--- config.mk ---
export PLATFORM = sky130hd
export DESIGN_NAME = eth_hdr_seq_flat
export DESIGN_NICKNAME = d
export VERILOG_FILES = /design/src/rtl/eth_hdr_seq_if.sv /design/src/rtl/eth_hdr_seq.sv /design/src/flat_wrapper.sv
export SDC_FILE = /design/constraint.sdc
export NUM_CORES = 1
export LEC_CHECK = 0
export CAP_MARGIN = 10
export CORE_MARGIN = 3
export CORE_UTILIZATION = 43
export CTS_BUF_LIST = sky130_fd_sc_hd__clkbuf_4
export DETAILED_ROUTE_END_ITERATION = 7
export GPL_ROUTABILITY_DRIVEN = 0
export GPL_TIMING_DRIVEN = 0
export PLACE_DENSITY = 0.9
export SYNTH_ARGS = -nofsm -noshare
export SYNTH_HDL_FRONTEND = slang
export SYNTH_SLANG_ARGS = --single-unit
--- constraint.sdc ---
create_clock -name i_clk -period 2.7 [get_ports i_clk]
set_input_delay 0.27 -clock i_clk [delete_from_list [all_inputs] [get_ports i_clk]]
set_output_delay 0.27 -clock i_clk [all_outputs]
set_load 0.02 [all_outputs]
--- src/rtl/eth_hdr_seq_if.sv ---
// Handshake and header-buffer bus between the header sequencer, its three
// field writers and the buffer write port.
`timescale 1ns/1ps
interface eth_hdr_seq_if #(
   parameter int ADDR_W = 6,
   parameter int IDX_W  = 5
);
   logic                 i_start;
   logic [2:0]           i_skip;
   logic [2:0]           o_trig;
   logic [2:0]           i_wr_ready;
   logic [3*IDX_W-1:0]   i_wr_idx;
   logic [23:0]          i_wr_byte;
   logic [2:0]           i_wr_en;
   logic [ADDR_W-1:0]    o_buf_addr;
   logic [7:0]           o_buf_data;
   logic                 o_buf_we;
   logic                 o_busy;
   logic                 o_done;
   logic                 o_err;

   modport master (
      output i_start, i_skip, i_wr_ready, i_wr_idx, i_wr_byte, i_wr_en,
      input  o_trig, o_buf_addr, o_buf_data, o_buf_we, o_busy, o_done, o_err
   );

   modport slave (
      input  i_start, i_skip, i_wr_ready, i_wr_idx, i_wr_byte, i_wr_en,
      output o_trig, o_buf_addr, o_buf_data, o_buf_we, o_busy, o_done, o_err
   );
endinterface

--- src/rtl/eth_hdr_seq.sv ---
// Header build sequencer: runs the Ethernet, IP and UDP field writers in turn
// and muxes the selected writer's byte writes onto the header buffer port.
`timescale 1ns/1ps
module eth_hdr_seq #(
   parameter int ADDR_W  = 6,
   parameter int IDX_W   = 5,
   parameter int BASE0   = 0,
   parameter int BASE1   = 14,
   parameter int BASE2   = 34,
   parameter int TO_W    = 8,
   parameter int TIMEOUT = 200
) (
   input logic          i_clk,
   input logic          i_rst,
   eth_hdr_seq_if.slave bus
);

   typedef enum logic [4:0] {
      ST_IDLE = 5'b00001,
      ST_RUN  = 5'b00010,
      ST_GAP  = 5'b00100,
      ST_DONE = 5'b01000,
      ST_ERR  = 5'b10000
   } state_t;

   // Lowest non-skipped writer index >= lo; bit 2 flags that one exists.
   function automatic logic [2:0] pick_next(input logic [2:0] skip, input logic [2:0] lo);
      logic [2:0] r;
      r = 3'b000;
      for (int j = 2; j >= 0; j--) begin
         if (!skip[j] && (3'(j) >= lo)) begin
            r = {1'b1, 2'(j)};
         end else begin
            r = r;
         end
      end
      return r;
   endfunction

   state_t            state_q, state_d;
   logic [1:0]        k_q, k_d;
   logic [2:0]        skip_q, skip_d;
   logic [TO_W-1:0]   cnt_q, cnt_d;
   logic [2:0]        trig_q, trig_d;
   logic              busy_q, busy_d;
   logic              done_q, done_d;
   logic              err_q, err_d;
   logic              start_q, start_d;
   logic [ADDR_W-1:0] buf_addr_q, buf_addr_d;
   logic [7:0]        buf_data_q, buf_data_d;
   logic              buf_we_q, buf_we_d;

   logic              start_edge_s;
   logic [TO_W-1:0]   cnt_inc_s;
   logic [2:0]        nxt_s;
   logic [ADDR_W-1:0] base_s;
   logic [IDX_W-1:0]  idx_s;
   logic [7:0]        byte_s;
   logic              en_s;
   logic              wr_active_s;

   assign start_edge_s = bus.i_start & ~start_q;
   assign cnt_inc_s    = cnt_q + TO_W'(1);

   // Sequencer next-state and registered control outputs.
   always_comb begin
      state_d = state_q;
      k_d     = k_q;
      skip_d  = skip_q;
      cnt_d   = cnt_q;
      trig_d  = trig_q;
      busy_d  = busy_q;
      done_d  = 1'b0;
      err_d   = err_q;
      start_d = bus.i_start;
      nxt_s   = 3'b000;
      case (state_q)
         ST_IDLE: begin
            if (start_edge_s) begin
               skip_d = bus.i_skip;
               err_d  = 1'b0;
               busy_d = 1'b1;
               k_d    = 2'd0;
               nxt_s  = pick_next(bus.i_skip, 3'd0);
               if (nxt_s[2]) begin
                  k_d     = nxt_s[1:0];
                  trig_d  = 3'b001 << nxt_s[1:0];
                  cnt_d   = {TO_W{1'b0}};
                  state_d = ST_RUN;
               end else begin
                  done_d  = 1'b1;
                  state_d = ST_DONE;
               end
            end else begin
               state_d = ST_IDLE;
            end
         end
         ST_RUN: begin
            if (bus.i_wr_ready[k_q]) begin
               trig_d  = 3'b000;
               state_d = ST_GAP;
            end else if (cnt_inc_s == TO_W'(TIMEOUT)) begin
               trig_d  = 3'b000;
               state_d = ST_ERR;
            end else begin
               cnt_d = cnt_inc_s;
            end
         end
         ST_GAP: begin
            nxt_s = pick_next(skip_q, {1'b0, k_q} + 3'd1);
            if (nxt_s[2]) begin
               k_d     = nxt_s[1:0];
               trig_d  = 3'b001 << nxt_s[1:0];
               cnt_d   = {TO_W{1'b0}};
               state_d = ST_RUN;
            end else begin
               done_d  = 1'b1;
               state_d = ST_DONE;
            end
         end
         ST_DONE: begin
            busy_d  = 1'b0;
            state_d = ST_IDLE;
         end
         ST_ERR: begin
            err_d   = 1'b1;
            busy_d  = 1'b0;
            trig_d  = 3'b000;
            state_d = ST_IDLE;
         end
         default: begin
            trig_d  = 3'b000;
            busy_d  = 1'b0;
            state_d = ST_IDLE;
         end
      endcase
   end

   // Select the current writer's byte lane and form the buffer write.
   always_comb begin
      base_s = {ADDR_W{1'b0}};
      idx_s  = {IDX_W{1'b0}};
      byte_s = 8'h00;
      en_s   = 1'b0;
      case (k_q)
         2'd0: begin
            base_s = ADDR_W'(BASE0);
            idx_s  = bus.i_wr_idx[0*IDX_W +: IDX_W];
            byte_s = bus.i_wr_byte[7:0];
            en_s   = bus.i_wr_en[0];
         end
         2'd1: begin
            base_s = ADDR_W'(BASE1);
            idx_s  = bus.i_wr_idx[1*IDX_W +: IDX_W];
            byte_s = bus.i_wr_byte[15:8];
            en_s   = bus.i_wr_en[1];
         end
         2'd2: begin
            base_s = ADDR_W'(BASE2);
            idx_s  = bus.i_wr_idx[2*IDX_W +: IDX_W];
            byte_s = bus.i_wr_byte[23:16];
            en_s   = bus.i_wr_en[2];
         end
         default: begin
            en_s = 1'b0;
         end
      endcase
      wr_active_s = (state_q == ST_RUN) || (state_q == ST_GAP) || (state_q == ST_DONE);
      buf_we_d    = wr_active_s & en_s;
      buf_addr_d  = base_s + ADDR_W'(idx_s);
      buf_data_d  = byte_s;
   end

   // State and output registers.
   always_ff @(posedge i_clk or posedge i_rst) begin
      if (i_rst) begin
         state_q    <= ST_IDLE;
         k_q        <= 2'd0;
         skip_q     <= 3'b000;
         cnt_q      <= {TO_W{1'b0}};
         trig_q     <= 3'b000;
         busy_q     <= 1'b0;
         done_q     <= 1'b0;
         err_q      <= 1'b0;
         start_q    <= 1'b0;
         buf_addr_q <= {ADDR_W{1'b0}};
         buf_data_q <= 8'h00;
         buf_we_q   <= 1'b0;
      end else begin
         state_q    <= state_d;
         k_q        <= k_d;
         skip_q     <= skip_d;
         cnt_q      <= cnt_d;
         trig_q     <= trig_d;
         busy_q     <= busy_d;
         done_q     <= done_d;
         err_q      <= err_d;
         start_q    <= start_d;
         buf_addr_q <= buf_addr_d;
         buf_data_q <= buf_data_d;
         buf_we_q   <= buf_we_d;
      end
   end

   assign bus.o_trig     = trig_q;
   assign bus.o_busy     = busy_q;
   assign bus.o_done     = done_q;
   assign bus.o_err      = err_q;
   assign bus.o_buf_addr = buf_addr_q;
   assign bus.o_buf_data = buf_data_q;
   assign bus.o_buf_we   = buf_we_q;

endmodule
--- src/flat_wrapper.sv ---
// flat-port wrapper written by rule: the top's interface ports become plain ports
module eth_hdr_seq_flat 
#(
   parameter int ADDR_W  = 6,
   parameter int IDX_W   = 5,
   parameter int BASE0   = 0,
   parameter int BASE1   = 14,
   parameter int BASE2   = 34,
   parameter int TO_W    = 8,
   parameter int TIMEOUT = 200
)
  (i_clk, i_rst, bus_i_start, bus_i_skip, bus_i_wr_ready, bus_i_wr_idx, bus_i_wr_byte, bus_i_wr_en, bus_o_trig, bus_o_buf_addr, bus_o_buf_data, bus_o_buf_we, bus_o_busy, bus_o_done, bus_o_err);
  eth_hdr_seq_if #(.ADDR_W(ADDR_W), .IDX_W(IDX_W)) bus_i ();
  input logic i_clk;
  input logic i_rst;
  input wire logic [$bits(bus_i.i_start)-1:0] bus_i_start;
  input wire logic [$bits(bus_i.i_skip)-1:0] bus_i_skip;
  input wire logic [$bits(bus_i.i_wr_ready)-1:0] bus_i_wr_ready;
  input wire logic [$bits(bus_i.i_wr_idx)-1:0] bus_i_wr_idx;
  input wire logic [$bits(bus_i.i_wr_byte)-1:0] bus_i_wr_byte;
  input wire logic [$bits(bus_i.i_wr_en)-1:0] bus_i_wr_en;
  output wire logic [$bits(bus_i.o_trig)-1:0] bus_o_trig;
  output wire logic [$bits(bus_i.o_buf_addr)-1:0] bus_o_buf_addr;
  output wire logic [$bits(bus_i.o_buf_data)-1:0] bus_o_buf_data;
  output wire logic [$bits(bus_i.o_buf_we)-1:0] bus_o_buf_we;
  output wire logic [$bits(bus_i.o_busy)-1:0] bus_o_busy;
  output wire logic [$bits(bus_i.o_done)-1:0] bus_o_done;
  output wire logic [$bits(bus_i.o_err)-1:0] bus_o_err;
  assign bus_i.i_start = bus_i_start;
  assign bus_i.i_skip = bus_i_skip;
  assign bus_i.i_wr_ready = bus_i_wr_ready;
  assign bus_i.i_wr_idx = bus_i_wr_idx;
  assign bus_i.i_wr_byte = bus_i_wr_byte;
  assign bus_i.i_wr_en = bus_i_wr_en;
  assign bus_o_trig = bus_i.o_trig;
  assign bus_o_buf_addr = bus_i.o_buf_addr;
  assign bus_o_buf_data = bus_i.o_buf_data;
  assign bus_o_buf_we = bus_i.o_buf_we;
  assign bus_o_busy = bus_i.o_busy;
  assign bus_o_done = bus_i.o_done;
  assign bus_o_err = bus_i.o_err;
  eth_hdr_seq #(.ADDR_W(ADDR_W), .IDX_W(IDX_W), .BASE0(BASE0), .BASE1(BASE1), .BASE2(BASE2), .TO_W(TO_W), .TIMEOUT(TIMEOUT)) u_core (.i_clk(i_clk), .i_rst(i_rst), .bus(bus_i));
endmodule
==> COMMIT_EDITMSG <==
Update PnR metrics after Yosys + OpenROAD run

- At the worst endpoint, the required time is 2.95 ns.
- In the finished design, the share of the clock period the worst path needs comes to 0.9123.
- Setup_tns: 0 ns
* Number of buffers between clock root and the deepest sink: 2
* Logic pwr share: 0.529
* Number of clock sinks: 40
- Of the total synthesized cell area, the portion taken by AND-OR and OR-AND cells is 0.2138.
- Buffers added to address setup during post-CTS repair amount to 0.
* Worst min-delay path class: input port to register
- The power report lists cell-internal power as 1.666 mW.
* Warnings, synthesis: 0
* # setup viols final: 0
- Hold-critical path depth: 1
- Family with the most delay on the worst path: adder cells
* Overall routed net length: 5849 microns
- TritonCTS built the clock tree.
- Among all stages on the critical path, the maximum delay recorded is 0.43 ns.
- Top pwr grp: combinational cells
- Vias/cell: 5.535
- Walking the worst path, the cells encountered are inv_1, ha_2, a222oi_1, nor2_1, ha_1, fa_1, a21oi_1, nor3_1, xor2_1.
- Hold Fails Final Rpt: 0
- Per the synthesis report, the adder-cell share of the synthesized area is 0.07692.
- The cell count after synthesis came out at 215.
* Proportion of power drawn by flip-flops and latches: 0.326
- In this run the maximum-capacitance check reported violations numbering 0.
- Number of storage elements in the synthesis netlist: 40
- Clock Skews: 0.01092 ns
- The initial antenna violation count came to 0.
- RR Endpoint: u_core.bus.o_buf_addr[5]
- Per the post-route antenna check, the number of violating nets is 0.
- Dpl ws: -0.2100 ns
- Input and output buffers added on the ports amount to 71.
- Simple-gate share of the synthesized area: 0.1799
- Setup repair after global routing left no endpoint under its margin.
- Before any placement, the netlist area is recorded as 0.002212 sq mm.
- The die covers 0.006041 sq mm.
- Outcome: complete, no violations
- Looking at the worst setup and hold paths, the clock pins of their registers show a slew of 0.12 ns.
- Main flop type: sky130_fd_sc_hd__dfrtp_1
- Share of synthesized registers carrying an async set or reset: 1.000
- Counting I/O delays and the setup requirement, the final critical path takes 2.463 ns.
- Cell resize tally after clock tree synthesis: 2
- Dividing total power by cell area gives a power density of 900.5 mW/mm^2.
* Reg2Reg Setup Slack: 0.24 ns
- Arrival @ worst endpoint: 2.71 ns
* Crit. Startpoint: u_core.k_q[1]
* Worst hold path endpoint: u_core.start_q
- Total global routing overflow: 0
- Peak VDD IR: 0.7581 mV
- Via count of the first global-routing pass: 1957
- Worst-path maximum fanout: 16
- Cell depth of the worst setup path: 9
- For this run, the total global-route usage over all layers was measured as 0.2078.
- Power attributed to sequential cells is 913 uW.
- A synthesized cell averages 10.29 sq um.
- Least setup slack across all paths after layout: 0.2368 ns
* Switching share of power: 0.4051
* Layout Utilization: 0.6413
- The power report puts the net switching power at 1.134 mW.
- The script reports the combined buffer and inverter count of the critical path as 1.
- STA classifies the critical path startpoint as a register.
* Core ar.: 0.004848 sq mm
- Floorplan core density: 0.4563
- Max Fclk: 406.0 MHz
- Clock tree root buffer cell: sky130_fd_sc_hd__clkbuf_4
- Largest area contributor in the netlist: sky130_fd_sc_hd__dfrtp_1
- Synth Seq Share: 0.4531
==> worst register-to-register path, stage by stage (launching register included) <==
cell and delay (ns):
sky130_fd_sc_hd__dfrtp_2 0.43, sky130_fd_sc_hd__inv_1 0.11, sky130_fd_sc_hd__ha_2 0.29, sky130_fd_sc_hd__a222oi_1 0.35, sky130_fd_sc_hd__nor2_1 0.09, sky130_fd_sc_hd__ha_1 0.22
sky130_fd_sc_hd__fa_1 0.43, sky130_fd_sc_hd__a21oi_1 0.19, sky130_fd_sc_hd__nor3_1 0.09, sky130_fd_sc_hd__xor2_1 0.15
==> synthesized netlist by cell type (all sizes together) (5+ instances only) <==
cell type	instances
a31oi	7
nor2	26
ha	12
nor2b	6
a21oi	9
dfrtp	39
clkbuf	5
o21ai	15
inv	6
nand2	18
nor3	6
a222oi	14
==> sequential cells by signal, summed over array words and instances (netlist names), 2 cells and up <==
name	cells
u_core.bus.o_buf_data	8
u_core.cnt_q	8
u_core.bus.o_buf_addr	6
u_core.state_q	5
u_core.bus.o_trig	3
u_core.skip_q	3
u_core.k_q	2
==> area by class of cell <==
class / instances / area (sq um)
fillers: 378 / 1739
multi-input cells: 163 / 1171
flip-flops and latches: 40 / 1005
repair buffers: 74 / 733.2
well taps: 67 / 83.83
clock inverters: 3 / 42.54
clock buffers: 5 / 37.54
inverters: 6 / 22.52
plain buffers: 3 / 13.76
==> metal layers <==
metal  part of all wire  global-route usage  vias to the layer above
li1                   -                   -                      961
met1               0.42              0.2734                      957
met2               0.50              0.3313                       65
met3              0.040             0.04060                       15
met4              0.033             0.09075                        0
met5                  0                   0                        -
==> through the flow <==
stage	instances	hold WS, ns
after floorplan	215	0.3014
after global placement	353	0.4866
after detailed placement	353	0.4762
after CTS	358	0.3431
after global routing	361	0.3180
final	361	0.3494
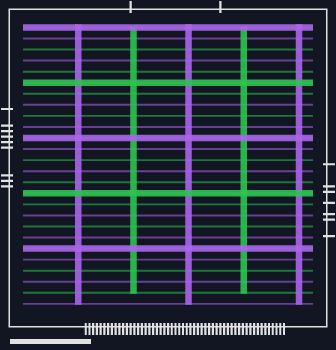
*PDN straps and rails*
Bar = 20 microns. Pins as bars on the die edge.
VDD -> green
VSS -> purple
signal pins = 72
met4 straps = 5
rows = 25

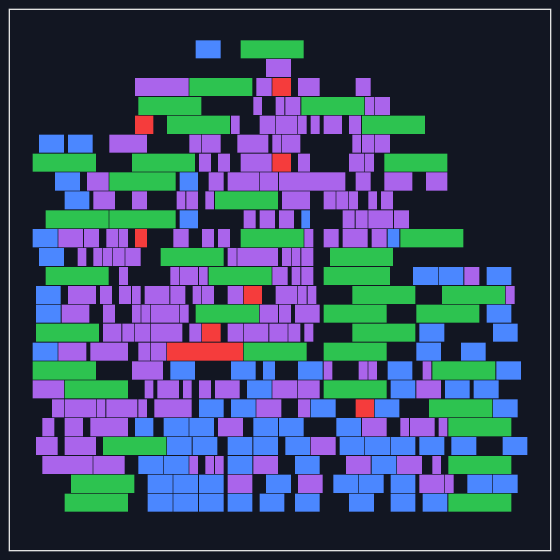
*Placement by cell class*
other buffers and delay cells -> blue  # cells 77
flops -> green  # cells 40
combinational and other logic -> purple  # cells 169
clock drivers and dummy loads -> red  # cells 8

Power figures rest on the tool's default switching activity, not on a simulated workload.
